==> src/rtl/mst_pref_sched.sv <==
// Round-robin burst scheduler: NCH pre-fetch channels onto one master TX word path.
// Define MST_SCHED_PRIO_EN to give channel 0 precedence at every grant decision.
module mst_pref_sched #(
    parameter int NCH      = 4,
    parameter int CHBIT    = 2,
    parameter int WIDTH    = 17,
    parameter int BURSTLEN = 8,
    parameter int BLBIT    = 3,
    parameter int TMO      = 15,
    parameter int TBIT     = 4
) (
    input  logic               clk,
    input  logic               rst_n,
    input  logic [NCH-1:0]     chena,
    input  logic [NCH-1:0]     prefvld,
    input  logic [NCH*WIDTH-1:0] prefdat,
    output logic [NCH-1:0]     prefena,
    output logic [NCH-1:0]     prefreq,
    input  logic               txrdy,
    output logic               txvld,
    output logic [WIDTH-1:0]   txdat,
    output logic [CHBIT-1:0]   txch,
    output logic               txlast,
    output logic               txtrunc
);

    typedef enum logic [1:0] {
        S_IDLE,
        S_BURST,
        S_GAP
    } state_t;

    state_t           state_q;
    logic [CHBIT-1:0] ptr_q;
    logic [CHBIT-1:0] gnt_q;
    logic [BLBIT-1:0] beat_q;
    logic [TBIT-1:0]  tmo_q;
    logic             trunc_q;

    logic [NCH-1:0]   elig;
    logic [CHBIT-1:0] pick;
    logic [CHBIT-1:0] idx;
    logic             found;
    logic             in_burst;
    logic             cur_vld;
    logic             xfer;
    logic [CHBIT-1:0] ptr_d;
    logic [BLBIT-1:0] beat_d;
    logic [TBIT-1:0]  tmo_d;

    assign elig     = chena & prefvld;
    assign prefena  = chena;
    assign in_burst = (state_q == S_BURST);
    assign cur_vld  = prefvld[gnt_q];
    assign txvld    = in_burst & cur_vld;
    assign xfer     = txvld & txrdy;
    assign txdat    = in_burst ? prefdat[gnt_q*WIDTH +: WIDTH] : '0;
    assign txch     = gnt_q;
    assign prefreq  = xfer ? (NCH'(1) << gnt_q) : '0;
    assign txlast   = xfer & (beat_q == BLBIT'(BURSTLEN - 1));
    assign txtrunc  = trunc_q;
    assign ptr_d    = gnt_q + 1'b1;
    assign beat_d   = beat_q + 1'b1;
    assign tmo_d    = tmo_q + 1'b1;

    // First eligible channel at or after ptr, wrapping modulo NCH
    always_comb begin
        pick  = ptr_q;
        idx   = ptr_q;
        found = 1'b0;
        for (int k = 0; k < NCH; k++) begin
            idx = ptr_q + CHBIT'(k);
            if (!found && elig[idx]) begin
                pick  = idx;
                found = 1'b1;
            end
        end
`ifdef MST_SCHED_PRIO_EN
        if (elig[0]) begin
            pick = '0;
        end
`else
`endif
    end

    always_ff @(posedge clk or negedge rst_n) begin
        if (!rst_n) begin
            state_q <= S_IDLE;
            ptr_q   <= '0;
            gnt_q   <= '0;
            beat_q  <= '0;
            tmo_q   <= '0;
            trunc_q <= 1'b0;
        end else begin
            trunc_q <= 1'b0;
            case (state_q)
                S_IDLE: begin
                    if (|elig) begin
                        gnt_q   <= pick;
                        beat_q  <= '0;
                        tmo_q   <= '0;
                        state_q <= S_BURST;
                    end
                end
                S_BURST: begin
                    if (xfer) begin
                        beat_q <= beat_d;
                        tmo_q  <= '0;
                        if (txlast) begin
                            state_q <= S_GAP;
                        end
                    end else if (!cur_vld) begin
                        tmo_q <= tmo_d;
                        if (tmo_d == TBIT'(TMO)) begin
                            state_q <= S_GAP;
                            trunc_q <= 1'b1;
                        end
                    end else begin
                        // stalled by TX backpressure, not by an empty FIFO
                        tmo_q <= '0;
                    end
                end
                S_GAP: begin
                    ptr_q   <= ptr_d;
                    state_q <= S_IDLE;
                end
                default: state_q <= S_IDLE;
            endcase
        end
    end

endmodule

==> config.mk <==
export PLATFORM = sky130hd
export DESIGN_NAME = mst_pref_sched
export DESIGN_NICKNAME = d
export VERILOG_FILES = /design/src/rtl/mst_pref_sched.sv
export SDC_FILE = /design/constraint.sdc
export NUM_CORES = 1
export LEC_CHECK = 0
export ABC_AREA = 1
export CORE_ASPECT_RATIO = 1.2
export CORE_MARGIN = 1
export CORE_UTILIZATION = 37
export CTS_CLUSTER_SIZE = 16
export DETAILED_ROUTE_END_ITERATION = 12
export HOLD_SLACK_MARGIN = 0.06
export PLACE_DENSITY = 0.81
export SETUP_SLACK_MARGIN = 0.3
export SYNTH_ARGS = -nofsm -noshare
export SYNTH_HDL_FRONTEND = slang
export SYNTH_SLANG_ARGS = --single-unit
==> constraint.sdc <==
create_clock -name clk -period 1.54 [get_ports clk]
set_input_delay 0.231 -clock clk [delete_from_list [all_inputs] [get_ports clk]]
set_output_delay 0.231 -clock clk [all_outputs]
set_load 0.01 [all_outputs]
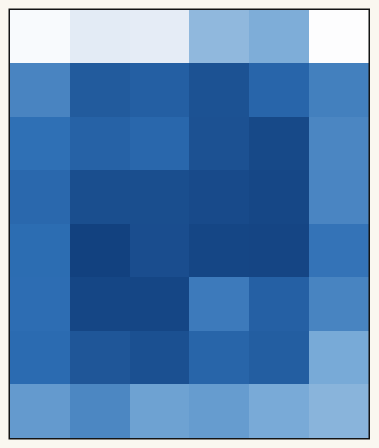
(images/density.png)
6 x 8 tiles, from white (low) to dark blue (high), 0 to 100% covered.
- mean over tiles: 69%
- nearly empty tiles: 2.1%
- tiles over 75% full: 56%
- fullest tile: 93%
share of the core filled with cells: 79.89%
Initial Util: 39.52%
area of the placeable core: 4392 sq um

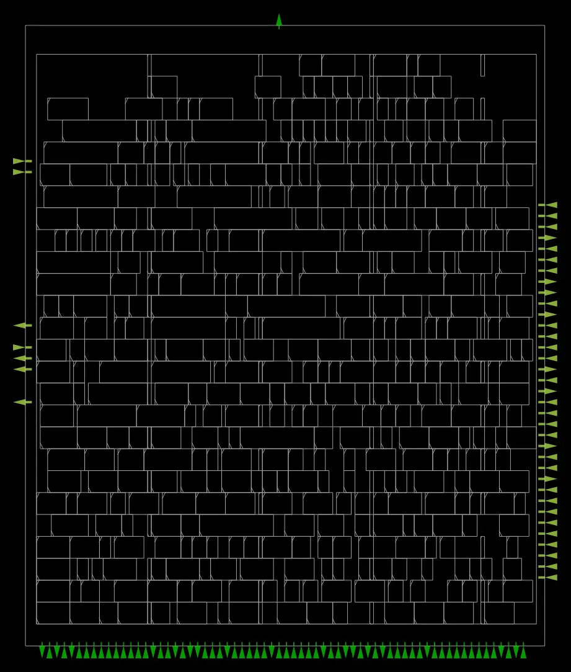
(images/final_placement.png)
filler instances: 318
proportion of cell area occupied by registers: 10.13%

==> impl_results.html <==
<h3>Flow metrics</h3>
<table>
<tr><th>Metric</th><th>Value</th></tr>
<tr><th colspan="2">Detailed routing</th></tr>
<tr><td>Met3 wire length</td><td>448 um</td></tr>
<tr><td>Total met2 wirelength after detailed routing</td><td>4055 um</td></tr>
<tr><td>Number of design rule violations left after detail routing</td><td>0</td></tr>
<tr><td>DR pass1 iterations</td><td>4</td></tr>
<tr><td>ANT nets after route</td><td>0</td></tr>
<tr><th colspan="2">Timing</th></tr>
<tr><td>Hold slack</td><td>0.3658 ns</td></tr>
<tr><td>Setup violations, final</td><td>26</td></tr>
<tr><td>RSZ-0062 raised after global routing</td><td>true</td></tr>
<tr><td>Setup Total Neg Slack</td><td>-3.574 ns</td></tr>
<tr><td>Final critical-path setup slack</td><td>-0.2487 ns</td></tr>
<tr><td>Slew at the pin with the worst max-slew slack</td><td>0.6101 ns</td></tr>
<tr><td>Share of the clock period used by the worst path after layout</td><td>116.1%</td></tr>
<tr><th colspan="2">Setup path</th></tr>
<tr><td>Category of the worst setup path launch point</td><td>flop</td></tr>
<tr><td>Worst path top cell family by delay</td><td>buffers and inverters</td></tr>
<tr><td>Element type at the critical path end</td><td>output pin</td></tr>
<tr><td>Required arrival time at the worst endpoint</td><td>1.31 ns</td></tr>
<tr><td>Largest incremental delay on the critical path</td><td>0.46 ns</td></tr>
<tr><td>Highest-delay cell along the critical path</td><td>dfrtp_2</td></tr>
<tr><td>Critical path depth</td><td>7</td></tr>
<tr><td>Setup Crit Path Kind</td><td>flop to output pin</td></tr>
<tr><td>Buffers and inverters on the worst path</td><td>3</td></tr>
<tr><td>Number of cells on the worst reg-to-reg path</td><td>11</td></tr>
<tr><td>End of the worst register-to-register path</td><td>state_q[1]</td></tr>
<tr><th colspan="2">CTS</th></tr>
<tr><td>Setup Fix Bufs, Post-CTS</td><td>10</td></tr>
<tr><td>Number of hold-repair buffers added at the cts stage</td><td>0</td></tr>
<tr><td>Deepest level of the CTS H-tree</td><td>1</td></tr>
<tr><td>CTS Sinks</td><td>14</td></tr>
<tr><td>Cell at the root of the clock tree</td><td>clkbuf_8</td></tr>
<tr><th colspan="2">Power</th></tr>
<tr><td>Share of total power in sequential cells</td><td>11.2%</td></tr>
<tr><th colspan="2">Floorplan</th></tr>
<tr><td>DIE WIDTH</td><td>64.52 um</td></tr>
<tr><td>Well tap count</td><td>56</td></tr>
<tr><td>Vertical extent of the die</td><td>77.02 um</td></tr>
<tr><td>Boundary Pins</td><td>109</td></tr>
<tr><th colspan="2">Run</th></tr>
<tr><td>Max-cap viol count</td><td>0</td></tr>
<tr><th colspan="2">Synthesis</th></tr>
<tr><td>Mux cell area share after synthesis</td><td>0%</td></tr>
<tr><td>Number of different library cells in the post-synthesis netlist</td><td>27</td></tr>
<tr><td>Adders+Majority by Area</td><td>5.768%</td></tr>
<tr><td>Commonest cells in the synthesized netlist</td><td>77 x nor2_1, 55 x nand2_1, 37 x o21ai_0</td></tr>
<tr><td>Net Count, Synth</td><td>381</td></tr>
<tr><td>Fraction of synthesized cell area taken by the top area cell type</td><td>20.19%</td></tr>
<tr><td>Number of warnings reported in the yosys synthesis log</td><td>0</td></tr>
<tr><td>Post-Synth AOI/OAI Area</td><td>17.45%</td></tr>
<tr><td>Instance tally after logic synthesis</td><td>294</td></tr>
<tr><td>Most frequent cell after synthesis</td><td>nor2_1</td></tr>
<tr><td>Area figure in the yosys stat output</td><td>1735 sq um</td></tr>
<tr><td>Syn Std Cell Area</td><td>1735 sq um</td></tr>
<tr><td>Post-synth top area cell</td><td>dfrtp_1</td></tr>
<tr><th colspan="2">Layout</th></tr>
<tr><td>Most area-hungry cell class in the final design</td><td>multi-input combinational cells</td></tr>
<tr><td>Nets</td><td>517</td></tr>
<tr><td>Most common cell after layout, fill and taps aside</td><td>clkdlybuf4s50_1</td></tr>
<tr><td>Antenna diodes</td><td>0</td></tr>
<tr><td>Area added between synthesis and finish</td><td>102.2%</td></tr>
<tr><td>Count of clock-net buffers in the final layout</td><td>4</td></tr>
<tr><td>Register ranked first by flip-flop count</td><td>tmo_q</td></tr>
<tr><td>Tally of non-filler cells in the final layout</td><td>485</td></tr>
<tr><td>Registers with the most flip-flops</td><td>tmo_q: 4 flops, beat_q: 3 flops</td></tr>
<tr><td>Logic gate fraction of the total cell area</td><td>42.80%</td></tr>
<tr><th colspan="2">Global routing</th></tr>
<tr><td>Met2 track demand over resource</td><td>54.53%</td></tr>
<tr><td>Vias in the first global route</td><td>2431</td></tr>
<tr><td>Maximum number of pins on one net before global-route repair</td><td>26</td></tr>
<tr><td>GR Util All Layers</td><td>28.83%</td></tr>
<tr><td>Met3 global-route usage</td><td>4.613%</td></tr>
<tr><th colspan="2">Status</th></tr>
<tr><td>Failing checks</td><td>negative setup slack</td></tr>
<tr><td>Outcome</td><td>finished, violations left</td></tr>
<tr><th colspan="2">Min path</th></tr>
<tr><td>Worst Hold Class</td><td>input port to async pin</td></tr>
</table>
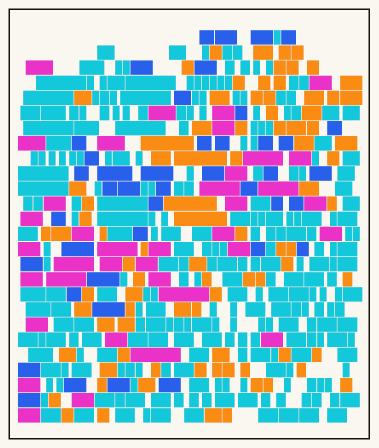
(images/drive_strength.png)
- drive 6 and up: magenta (cells 37)
- drive 1 or less: cyan (cells 264)
- drive 2: orange (cells 86)
- drive 3 to 4: blue (cells 42)
area of all placed cells without fillers: 3508 sq um
final critical-path setup slack: -0.2487 ns
number of signal-net buffers in the layout: 149

No activity file was given, so power comes from the tool's default toggle rates.
